**config.mk**
```make
export PLATFORM = sky130hd
export DESIGN_NAME = cla_wide_seq
export DESIGN_NICKNAME = d
export VERILOG_FILES = /design/src/rtl/cla_wide_seq.sv
export SDC_FILE = /design/constraint.sdc
export NUM_CORES = 1
export LEC_CHECK = 0
export CELL_PAD_IN_SITES_DETAIL_PLACEMENT = 2
export CELL_PAD_IN_SITES_GLOBAL_PLACEMENT = 2
export CORE_AREA = 5 5 183 185
export DETAILED_ROUTE_END_ITERATION = 12
export DIE_AREA = 0 0 188 190
export PLACE_DENSITY = 0.84
export SLEW_MARGIN = 30
export SYNTH_ARGS = -nofsm -noshare
export SYNTH_HDL_FRONTEND = slang
export SYNTH_SLANG_ARGS = --single-unit
```
**constraint.sdc**
```tcl
create_clock -name clk -period 4.8 [get_ports clk]
set_input_delay 0.96 -clock clk [delete_from_list [all_inputs] [get_ports clk]]
set_output_delay 0.96 -clock clk [all_outputs]
set_load 0.02 [all_outputs]
```
**src/rtl/cla_wide_seq.sv**
```systemverilog
`default_nettype none
// +----------------------------------------------------------------------+
// | cla_wide_seq : WORDS x 16-bit add/sub sequenced through one cla_top  |
// | Rev 1.0                                                              |
// +----------------------------------------------------------------------+

// Registered 16-bit carry-lookahead adder (4-bit groups, lookahead across groups).
module cla_top (
  input  logic        clk,
  input  logic        rst_n,
  input  logic [15:0] a,
  input  logic [15:0] b,
  input  logic        cin,
  output logic [15:0] sum,
  output logic        carry_out16
);

  logic [15:0] w_g;
  logic [15:0] w_p;
  logic [15:0] w_c;
  logic [3:0]  w_gg;
  logic [3:0]  w_gp;
  logic [4:0]  w_gc;

  always_comb begin
    w_g  = a & b;
    w_p  = a ^ b;
    w_gg = '0;
    w_gp = '0;
    w_gc = '0;
    w_c  = '0;
    for (int j = 0; j < 4; j++) begin
      w_gg[j] = w_g[4*j+3]
              | (w_p[4*j+3] & w_g[4*j+2])
              | (w_p[4*j+3] & w_p[4*j+2] & w_g[4*j+1])
              | (w_p[4*j+3] & w_p[4*j+2] & w_p[4*j+1] & w_g[4*j]);
      w_gp[j] = &w_p[4*j +: 4];
    end
    // Group carries are flattened so no carry ripples between groups.
    w_gc[0] = cin;
    w_gc[1] = w_gg[0] | (w_gp[0] & cin);
    w_gc[2] = w_gg[1] | (w_gp[1] & w_gg[0]) | (w_gp[1] & w_gp[0] & cin);
    w_gc[3] = w_gg[2] | (w_gp[2] & w_gg[1]) | (w_gp[2] & w_gp[1] & w_gg[0])
            | (w_gp[2] & w_gp[1] & w_gp[0] & cin);
    w_gc[4] = w_gg[3] | (w_gp[3] & w_gg[2]) | (w_gp[3] & w_gp[2] & w_gg[1])
            | (w_gp[3] & w_gp[2] & w_gp[1] & w_gg[0])
            | (w_gp[3] & w_gp[2] & w_gp[1] & w_gp[0] & cin);
    for (int j = 0; j < 4; j++) begin
      w_c[4*j] = w_gc[j];
      for (int k = 0; k < 3; k++) begin
        w_c[4*j+k+1] = w_g[4*j+k] | (w_p[4*j+k] & w_c[4*j+k]);
      end
    end
  end

  always_ff @(posedge clk or negedge rst_n) begin
    if (!rst_n) begin
      sum         <= '0;
      carry_out16 <= 1'b0;
    end else begin
      sum         <= w_p ^ w_c;
      carry_out16 <= w_gc[4];
    end
  end

endmodule

module cla_wide_seq #(
  parameter int WORDS = 4
) (
  input  logic                clk,
  input  logic                rst_n,
  input  logic                in_valid,
  output logic                in_ready,
  input  logic [16*WORDS-1:0] in_a,
  input  logic [16*WORDS-1:0] in_b,
  input  logic                in_cin,
  input  logic                in_sub,
  output logic                out_valid,
  input  logic                out_ready,
  output logic [16*WORDS-1:0] out_sum,
  output logic                out_cout,
  output logic                out_ovf
);

  localparam int W  = 16 * WORDS;
  localparam int KW = (WORDS > 1) ? $clog2(WORDS) : 1;

  typedef enum logic [1:0] {
    S_IDLE = 2'd0,
    S_RUN  = 2'd1,
    S_LAST = 2'd2,
    S_DONE = 2'd3
  } state_t;

  state_t         r_state;
  state_t         w_next;
  logic [KW-1:0]  r_k;
  logic [W-1:0]   r_a;
  logic [W-1:0]   r_b;
  logic           r_c0;

  logic [15:0]    w_cla_a;
  logic [15:0]    w_cla_b;
  logic           w_cla_cin;
  logic [15:0]    w_cla_sum;
  logic           w_cla_cout;

  assign in_ready  = (r_state == S_IDLE) && rst_n;
  assign out_valid = (r_state == S_DONE);

  always_ff @(posedge clk or negedge rst_n) begin
    if (!rst_n) r_state <= S_IDLE;
    else        r_state <= w_next;
  end

  always_comb begin
    w_next = r_state;
    case (r_state)
      S_IDLE: if (in_valid) w_next = S_RUN;
      S_RUN:  if (r_k == KW'(WORDS - 1)) w_next = S_LAST;
      S_LAST: w_next = S_DONE;
      S_DONE: if (out_ready) w_next = S_IDLE;
      default: w_next = S_IDLE;
    endcase
  end

  // Slice mux feeding the shared adder.
  always_comb begin
    w_cla_a = '0;
    w_cla_b = '0;
    for (int i = 0; i < WORDS; i++) begin
      if (r_k == KW'(i)) begin
        w_cla_a = r_a[16*i +: 16];
        w_cla_b = r_b[16*i +: 16];
      end
    end
    // Slice 0 never sees the adder's leftover carry from a previous request.
    w_cla_cin = (r_state == S_RUN && r_k == '0) ? r_c0 : w_cla_cout;
  end

  cla_top u_cla (
    .clk         (clk),
    .rst_n       (rst_n),
    .a           (w_cla_a),
    .b           (w_cla_b),
    .cin         (w_cla_cin),
    .sum         (w_cla_sum),
    .carry_out16 (w_cla_cout)
  );

  always_ff @(posedge clk or negedge rst_n) begin
    if (!rst_n) begin
      r_k      <= '0;
      r_a      <= '0;
      r_b      <= '0;
      r_c0     <= 1'b0;
      out_sum  <= '0;
      out_cout <= 1'b0;
      out_ovf  <= 1'b0;
    end else begin
      case (r_state)
        S_IDLE: begin
          if (in_valid) begin
            r_k  <= '0;
            r_a  <= in_a;
            r_b  <= in_sub ? ~in_b : in_b;
            r_c0 <= in_sub ? ~in_cin : in_cin;
          end
        end
        S_RUN: begin
          r_k <= r_k + 1'b1;
          for (int i = 1; i < WORDS; i++) begin
            if (r_k == KW'(i)) out_sum[16*(i-1) +: 16] <= w_cla_sum;
          end
        end
        S_LAST: begin
          out_sum[W-16 +: 16] <= w_cla_sum;
          out_cout            <= w_cla_cout;
          out_ovf             <= (r_a[W-1] == r_b[W-1]) && (w_cla_sum[15] != r_a[W-1]);
        end
        default: ;
      endcase
    end
  end

endmodule
`default_nettype wire

```
==> run notes, run 1 <==
This memo summarizes the results of the implementation run.

Power
The switching share of power is 0.3997. The biggest slice of the total power is consumed by combinational cells. Power comes to 10.10 mW. The power attributed to sequential cells is 3.44 mW.

The areal power density over the cells is 728.1 nW/um^2. The power report lists the clock group at 1.92 mW. For the combinational group, total power comes out at 4.74 mW.

Setup path
The arrival time reported for the critical path endpoint is 4.92 ns. The required time at the endpoint of the critical path is 5.22 ns. The path depth of the worst reg2reg path is 15. The worst setup path is launched from a register. The critical path endpoint is u_cla.sum[15]$_DFF_PN0_.

The number of buffers and inverters on the critical path is 2. The critical path's largest stage delay is 0.47 ns. The slowest stage of the critical path belongs to the cell sky130_fd_sc_hd__fa_1.

The gate family responsible for the most delay along the worst path is adder cells.

Global route
The total congestion overflow is 0. The via count of the first global-routing pass was 8697. met3 track demand over resource after global routing is 0.02183.

The global routing report lists combined usage of all routing layers as 0.1821. The global router reports that the layer with the highest usage is met2. The first-pass GRT wire length is 51420 um.

Logic synthesis
By count the netlist is led by 216 x sky130_fd_sc_hd__dfrtp_1, 95 x sky130_fd_sc_hd__nand2_1, 73 x sky130_fd_sc_hd__o21ai_0. Each instance of the synthesized netlist takes up on average 11.73 um^2. Synthesis handed over a netlist of 906 instances.

Before any placement, the netlist area is recorded as 10630 um^2. The proportion of synthesized chip area in sequential cells is 0.5085. The fraction of the mapped netlist area in compound gates is 0.1142.

Among all flip-flop cells after synthesis, the most frequent one is sky130_fd_sc_hd__dfrtp_1. The area share of and/or/nand/nor cells after synthesis is 0.08770. The main logic family after synthesis is multiplexers. After synthesis, the cell types taking the most area are sky130_fd_sc_hd__dfrtp_1 51%, sky130_fd_sc_hd__mux2_2 7.0%, sky130_fd_sc_hd__mux2_1 6.8%.

The number of distinct standard cells referenced by the synthesized netlist is 38. The parity-gate share of the synthesized area counting xor and xnor cells is 0.05686.

Route
The via-per-instance ratio is 4.974. The number of antenna-violating nets in the routed design is 0. Detailed-route iteration 0 reported a violation count of 275.

Timing
The end-of-flow timing check tallies setup violations at 0. Setup repair after global routing left no endpoint under its margin. Counting pins that exceed their max-slew limit in the final report gives 0. The final hold violation count recorded for this run is 0.

In this build the clock could be raised as far as 222.3 MHz. The tightest hold path in the finished design has a slack of 0.3300 ns. The final layout reports a setup TNS of 0 ns. Post-route period utilization is reported as 0.9374.

CTS
The clock transition time at the flip-flop clock pins of the worst setup and hold paths is 0.06 ns. The number of clock buffers inserted by TritonCTS is 25. In this run, post-CTS hold repair placed 0 buffers. The worst-skew pair later-pin latency is 0.54 ns. The H-tree depth reported by CTS is 1. The clock passes through at most 3 buffers.

Cells and area
Per the layout area report, the combinational fraction of cell area is 0.3474. The commonest non-fill, non-tap cell in the layout is sky130_fd_sc_hd__dfrtp_1. The layout contains a multi-input combinational cell count of 610. The final design instance area without fill is 13870 um^2.

The final layout net count is 1262. The fraction of layout cells with a size suffix above 1 is 0.1461. From synthesis to final layout, the design area changed by 30.52%.

The number of non-clock buffers in the layout is 220. The clock buffer count is 34. The largest cell class by area is flip-flops and latches.

Leaving out filler cells and counting taps, the final layout contains 1517. The layout report lists the combined flip-flop and latch area as 5405 um^2. In the layout the commonest cells are 216 x sky130_fd_sc_hd__dfrtp_1, 199 x sky130_fd_sc_hd__clkdlybuf4s50_1, 94 x sky130_fd_sc_hd__nand2_1.

Die
The height of the chip is 190 um. According to the I/O placement log, the pin count is 202. The initialized floorplan defines 66 standard-cell rows.

The die boundary width is 188 um.

Placed design
At the placement stage, the worst setup path has a slack of 0.03772 ns. Per the placement log, port buffering inserted 201 buffers.

Outcome
The flow ran to the end, and the final reports show no timing, DRC or antenna violations.
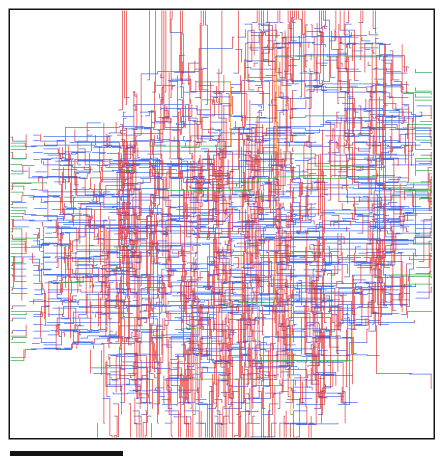
Fig. 1. Metal layers overlaid (run 1).
Scale bar: 50 um.
legend:
  met2:
    colour: red
    wire_length: 17500 um
  met1:
    colour: blue
    wire_length: 14200 um
  met3:
    colour: green
    wire_length: 1080 um
  met4:
    colour: orange
    wire_length: 602 um

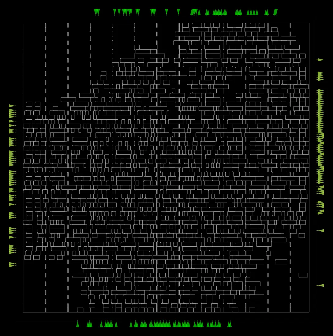
Fig. 2. Placement view (run 1).
fill cell instance count of the final layout: 3256
Flop Count: 216
Core Footprint: 31880 um^2
Seq area share: 0.3896
share of the core filled with cells: 0.4352

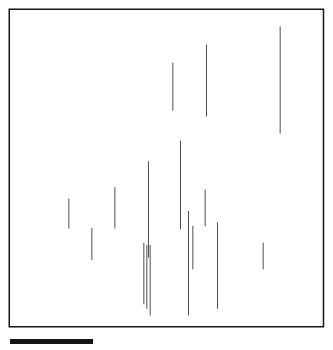
Fig. 3. Metal 4 (run 1).
Scale bar: 50 um.
share of all routed wire: 1.8%
nets with wire on the layer: 10
wire length on this layer: 602 um

==> inputs of run 2 (changes only) <==
Settings changed: CORE_AREA 5 5 183 185 to 5 5 176 178, DIE_AREA 0 0 188 190 to 0 0 181 183, PLACE_DENSITY 0.84 to 0.9, TNS_END_PERCENT from default to 30.
Clock period 4.8 ns to 5.3 ns, I/O delays scaled along.
==> run notes, run 2 <==
This memo summarizes the results of the implementation run.

Outcome
The run finished with clean final reports.

Setup path
The buffers plus inverters on the worst setup path is 2 (unchanged). The required time at the endpoint of the critical path is 5.71 ns (+0.49 ns). The critical path's largest stage delay came to 0.72 ns (+0.25 ns). In this design, the largest share of critical-path delay is due to adder cells.

The arrival time reported for the critical path endpoint is 5.45 ns (+0.53 ns). The sort of element at the start of the critical path is a register. The nature of the critical path endpoint is a register. In this run the worst setup path terminates at u_cla.sum[14]$_DFF_PN0_.

Per the STA report, the cell with the highest stage delay on the worst path is sky130_fd_sc_hd__ha_2. The path depth of the worst reg2reg path is 15 (unchanged). For the worst reg-to-reg path, the startpoint reported by OpenROAD is r_k[0]$_DFFE_PN0P_.

Cells and area
The total of fill cells in the finished design was 2896 (-11%). The number of non-clock buffers in the layout is 211 (-4.1%). The fraction of layout cells with a size suffix above 1 is 0.1352 (-0.01087). Ranked by total area, the top cell class in this layout is flip-flops and latches. The share of cell area taken by flip-flops and latches is 0.3932 (+0.003582).

The final layout net count was 1253 (-0.71%). The final design instance area without fill is 13750 um^2 (-0.91%). In the layout the commonest cells are 216 x sky130_fd_sc_hd__dfrtp_1, 199 x sky130_fd_sc_hd__clkdlybuf4s50_1, 94 x sky130_fd_sc_hd__nand2_1. Of all the cell area in the finished design, non-clock buffers hold 0.1553. The sequential cell count of the final layout is 216 (unchanged). Summing all multi-input logic gate instances after layout gives 4801 um^2.

The number of multi-input combinational cells in the layout is 610 (unchanged). The final antenna diode tally reported by the flow is 1. The layout overhead on the synthesized area is 29.33%.

The commonest non-fill, non-tap cell in the layout is sky130_fd_sc_hd__dfrtp_1. The count of placed standard cells in the final layout, fillers left out is 1493 (-1.6%). The area taken by flip-flops and latches is 5405 um^2 (unchanged). The share of the core filled with cells came to 0.4701 (+0.03484).

The multi-input combinational area share was 0.3492 (+0.001829). The clock buffer count is 39 (+15%).

Logic synthesis
Synthesis inferred 216 register bits. The fraction of the mapped netlist area in compound gates was 0.1142 (unchanged). The proportion of synthesized chip area in sequential cells was 0.5085 (unchanged). The parity-gate share of the synthesized area counting xor and xnor cells is 0.05686 (unchanged). The main logic family after synthesis is multiplexers.

Sorting the synthesized cells by how often they occur yields 216 x sky130_fd_sc_hd__dfrtp_1, 95 x sky130_fd_sc_hd__nand2_1, 73 x sky130_fd_sc_hd__o21ai_0. The number of distinct standard cells referenced by the synthesized netlist came to 38 (unchanged). The combined area of all synthesized cells is 10630 um^2 (unchanged). The count of flip-flops with a built-in enable after synthesis is 0.

The adder and majority cell fraction of the synthesized area is 0.05085. The area share of and/or/nand/nor cells after synthesis came to 0.08770 (unchanged). The most instantiated flip-flop cell in the synthesis netlist is sky130_fd_sc_hd__dfrtp_1.

The average size of a mapped cell came to 11.73 um^2 (unchanged). The synthesized instance count is 906 (unchanged). Ranked by total cell area, the synthesized netlist is headed by sky130_fd_sc_hd__dfrtp_1 51%, sky130_fd_sc_hd__mux2_2 7.0%, sky130_fd_sc_hd__mux2_1 6.8%.

Global route
The routing usage on met2 is 0.4218. The met3 layer usage reported by global route is 0.03173 (+0.009899). The total congestion overflow is 0 (unchanged). The first-pass GRT wire length is 57170 um (+11%). The via count of the first global-routing pass was 9141 (+5.1%). The total routing resource utilization after global routing is 0.2225 (+0.04044). The layer flagged by global routing as most heavily used is met2.

Power
The power consumed by combinational cells is 4.48 mW (-5.5%). Looking at the group totals, the largest power group turns out to be combinational cells. The power attributed to sequential cells came to 3.20 mW (-7.0%). The post-layout total power is 9.447 mW (-6.5%). The areal power density over the cells came to 687.2 nW/um^2 (-5.6%). The power drawn by the clock network is 1.78 mW (-7%). The switching share of power was 0.4191 (+0.01942). VDD sags by at most 263.1 uV.

The leakage component of the power was reported as 5.939 nW.

Die
The number of cell rows is 63 (-4.5%). The height of the chip is 183 um (-3.7%). The top-level I/O count is 202 (unchanged).

The area inside the core boundary is 29240 um^2 (-8.3%). The overall die size recorded for this design is 33120 um^2. The die boundary width is 181 um (-3.7%).

Timing
The highest attainable clock frequency came to 198.5 MHz (-11%). The period utilization is 0.9506 (+0.01320). Counting I/O delays and the setup requirement, the final critical path takes 5.038 ns. The setup TNS was 0 ns (unchanged).

Setup repair after global routing left no endpoint under its margin. The count of endpoints failing setup in the final report is 0 (unchanged). The number of max-slew violations in the final report is 0 (unchanged).

The number of hold-slack violations in the final timing report is 0 (unchanged). The worst hold slack across all endpoints is 0.4737 ns (+0.1437 ns).

Route
The number of design-rule violations left by the first detailed-router iteration is 442 (+61%). The highest layer touched by signal routing is met4. The via-per-instance ratio is 5.196 (+4.4%). The number of antenna-violating nets in the routed design is 0 (unchanged). After detailed routing, the met2 layer carries 19900 um of wire.

Placed design
The worst-case setup slack after placement was 0.5889 ns (+0.5511 ns). The count of input and output buffers was 201 (unchanged).

CTS
Clock tree synthesis selected as its root buffer the cell sky130_fd_sc_hd__clkbuf_16. TritonCTS reports the number of clock sinks as 216. The worst-skew pair later-pin latency was 0.53 ns (about the same). The H-tree depth reported by CTS came to 1 (unchanged). The clock transition time at the flip-flop clock pins of the worst setup and hold paths was 0.07 ns (about the same). The number of clock buffers inserted by TritonCTS came to 25 (unchanged).

The number of buffers inserted for hold repair after clock tree synthesis came to 0 (unchanged). The maximum count of clock buffers along a single path was 3 (unchanged). The post-cts repair resize count is 0.
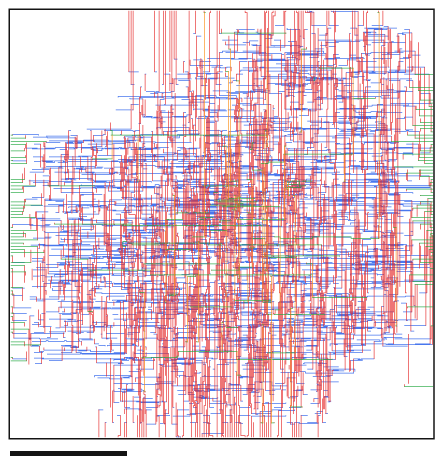
Fig. 4. Metal layers overlaid (run 2).
Scale bar: 50 um.
legend:
  met1:
    colour: blue
    wire_length: 14300 um
  met4:
    colour: orange
    wire_length: 1460 um
  met2:
    colour: red
    wire_length: 19900 um
  met3:
    colour: green
    wire_length: 1680 um

No activity file was given, so power comes from the tool's default toggle rates.
